==> config.mk <==
export PLATFORM = sky130hd
export DESIGN_NAME = mac_tx_arb
export DESIGN_NICKNAME = d
export VERILOG_FILES = /design/src/rtl/mac_pkg.sv /design/src/rtl/mac_rr_arb.sv /design/src/rtl/mac_tx_arb.sv
export SDC_FILE = /design/constraint.sdc
export NUM_CORES = 1
export LEC_CHECK = 0
export CORE_MARGIN = 4
export CORE_UTILIZATION = 46
export DETAILED_ROUTE_END_ITERATION = 10
export GPL_TIMING_DRIVEN = 0
export PLACE_DENSITY = 0.8
export SLEW_MARGIN = 10
export SYNTH_ARGS = -nofsm -noshare
export SYNTH_HDL_FRONTEND = slang
export SYNTH_SLANG_ARGS = --single-unit
==> constraint.sdc <==
create_clock -name sys_clk -period 3.2 [get_ports sys_clk]
set_input_delay 0.8 -clock sys_clk [delete_from_list [all_inputs] [get_ports sys_clk]]
set_output_delay 0.8 -clock sys_clk [all_outputs]
set_load 0.02 [all_outputs]
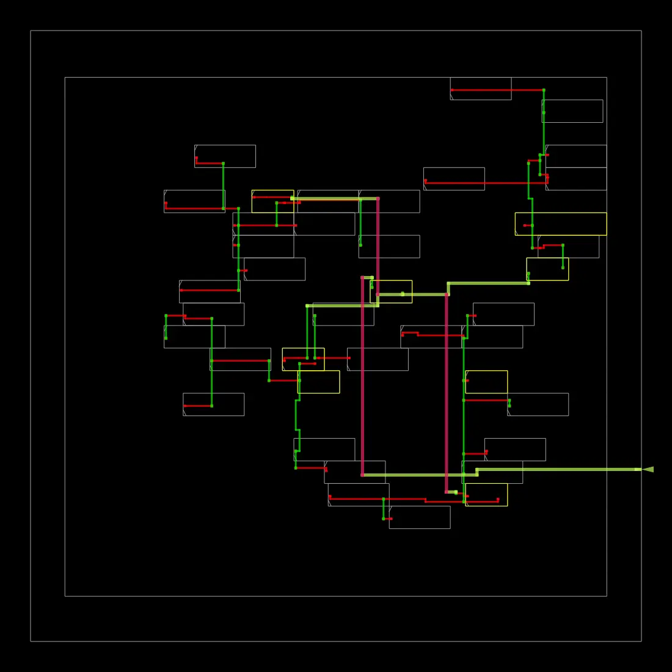
(images/final_clocks.png)
Setup Skew: 2.645 ps
flop count: 32
total CTS buffers: 5
clk ins delay skew pair: 280 ps
Clock Power: 0.423 mW

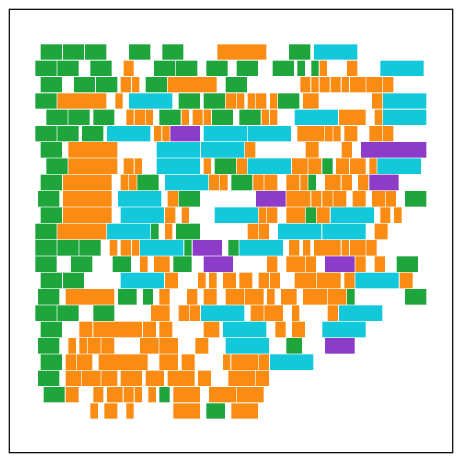
(images/cell_classes.png)
Drawn at 6 px/um.
clock drivers and dummy loads: marked purple, cells 8, share of their area 4.6%. all other logic: marked orange, cells 180, share of their area 46%. flops: marked cyan, cells 32, share of their area 23%. other buffers and delay cells: marked green, cells 78, share of their area 26%.
Design Area, Final: 2824 um2
Final Util: 69.11%
Core ar.: 4086 um2
Row Count: 23

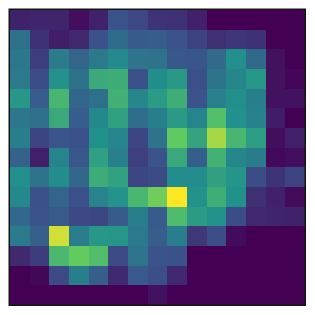
(images/wire_density.png)
Drawn at 4 px/um. 15 x 15 tiles, from dark purple (low) to yellow (high), scaled to the fullest tile. Values are wire area over tile area, all layers added.
The mean over all tiles is 0.16. The densest ninth of the die: middle. The emptiest ninth of the die: bottom right. The fullest tile reaches 0.56.
total track usage: 21.37%
routed wire length: 5391 um
routed wire length per instance: 15.49 um
total number of vias: 1993

==> metrics.cfg <==
[grt]
grt_max_degree=11
grt_pass1_vias=1987
antenna_found_initial=0
overflow=0
grt_pass1_wl_um=8845

[cts]
cts.path.max_buffers=2
cts_root_buffer=clkbuf_8
holdBufCountCts=0
cts_tree=yes
htreeDepth=2
clkSinkCount=32

[floorplanning]
die_x_um=73.64
core_util_floorplan_pct=48.50
die_area_um2=5423
die_y_um=73.64

[worst_setup_path]
ff2ff_setup_slack_ps=720
cp.depth=5
cpMaxStageDelayCell=clkdlybuf4s50_1
path_class=in -> out
path_buffers=2
cp_top_family=buffers and inverters
start_kind=input port
reg2regPathDepth=7
path_cells=clkdlybuf4s50_1, nand2b_1, a21o_1, nor3b_1, dlygate4sd2_1
end_kind=primary output
required_ps=2400

[synth]
top_cells_by_count=32 x dfxtp_1, 32 x nand2_1, 23 x a21oi_1
enable_flop_cells=0
top_area_share_pct=32.32
netlist_area_um2=1982
synth-main-ff-cell=dfxtp_1
yosys.area.top_type=dfxtp_1
synthCells=224
synth.distinct_cells=46
ys.flops=32
yosys-stat-area_um2=1982
area_leaders=dfxtp_1 32%, mux4_2 14%, ha_1 6.3%, nand2_1 6.1%, a21oi_1 5.8%
yosys_warnings=0
fp_nets=281

[power]
p_per_area_nw_per_um2=497.1
seqPwrFrac_pct=32.7
p_comb_share_pct=37.1
leakagePower_nw=1.035
switching_power_mw=0.4540
swShare_pct=32.34

[finish]
layout.cells.most_common=clkdlybuf4s50_1
final_cell_mix=61 x clkdlybuf4s50_1, 32 x nand2_1, 32 x dfxtp_1, 23 x a21oi_1
finalNetCount=354
final_cells=348
layout-drive-gt1-share_pct=10.40
nFillCells=331
largest_reg_flops=11

[placed_design]
dp_cells=339
gp_congestion=0.8234
io_buffer_count=65
place_worst_setup_slack_ps=-161.7

[hold_path]
worst_hold_path_type=reg -> reg
hold_depth=2

[route]
drt_iter0_drc=133
final_antenna_net_count=0
vias_per_cell=5.727
drc=0
dr.pass1.iters=4

[final_timing]
fmax_ghz=0.3312
fin_crit_sh_pct=94.35
period_minus_slack_ps=3019
max_slew_margin_pct=65.77
setup_viol=0
hold_viol=0
holdWs_ps=459.9
setup_ws_ps=180.9
rsz0062_at_grt=false
maxSlewViolCount=0

[status]
status=complete, no violations

[flow_run]
tool_warnings=34

## what timing repair did
action | CTS | global route
setup endpoints to repair | 4 | 0
setup buffers | 1 | 0
gates resized | 4 | 0
## worst reg2reg max path, delay by kind of cell, from the launching register on
family | cells | cell delay [ps]
flops | 1 | 410
mux | 1 | 380
fa+ha+maj | 1 | 420
simple gates | 2 | 650
compound gates | 1 | 70
buf+inv | 2 | 410
## power by group through the flow
stage                     clock (mW)  sequential (mW)  combinational (mW)
after floorplan                    0            0.486               0.310
after CTS                      0.424            0.460               0.520
after detailed placement           0            0.468               0.514
after global routing           0.446            0.465               0.571
after global placement             0            0.466               0.508
final                          0.423            0.459               0.521
## stage by stage
stage	total power, mW	setup TNS, ps	instance area, um2
2_1_floorplan	0.7967	0	1982
3_3_place_gp	0.9741	-495.3	2695
3_5_place_dp	0.9829	-529.4	2695
4_1_cts	1.404	0	2824
5_1_grt	1.482	0	2824
6_report	1.404	0	2824
## per-layer routing
metal	routed length, um	vias up	track usage, %
met3	463	6	8.071
met4	59	0	6.237
met1	2141	929	25.02
li1	-	987	-
met5	0	-	0
met2	2726	71	36.22
## kinds of logic (layout without fill, tap and decap cells)
group / Yosys count / after routing / share of synthesized area, %
AND/OR/NAND/NOR: 102 / 102 / 27.71
AND-OR/OR-AND: 48 / 48 / 14.77
flip-flops: 32 / 32 / 32.32
buffers and inverters: 17 / 91 / 3.914
multiplexers: 12 / 12 / 13.64
adder cells (fa/ha/maj): 10 / 10 / 6.313
XOR/XNOR: 3 / 3 / 1.326
## final cells by class
class                      count  area (um2)  area share [%]
timing repair buffer          66       653.1           23.13
sequential                    32       640.6           22.68
clock inverter                 1       30.03           1.063
multi-input combinational    175        1264           44.75
tap                           50       62.56           2.215
inverter                       5       18.77          0.6646
buffer                        12       58.81           2.082
clock buffer                   7       96.34           3.412
Power and IR drop assume default switching activity.
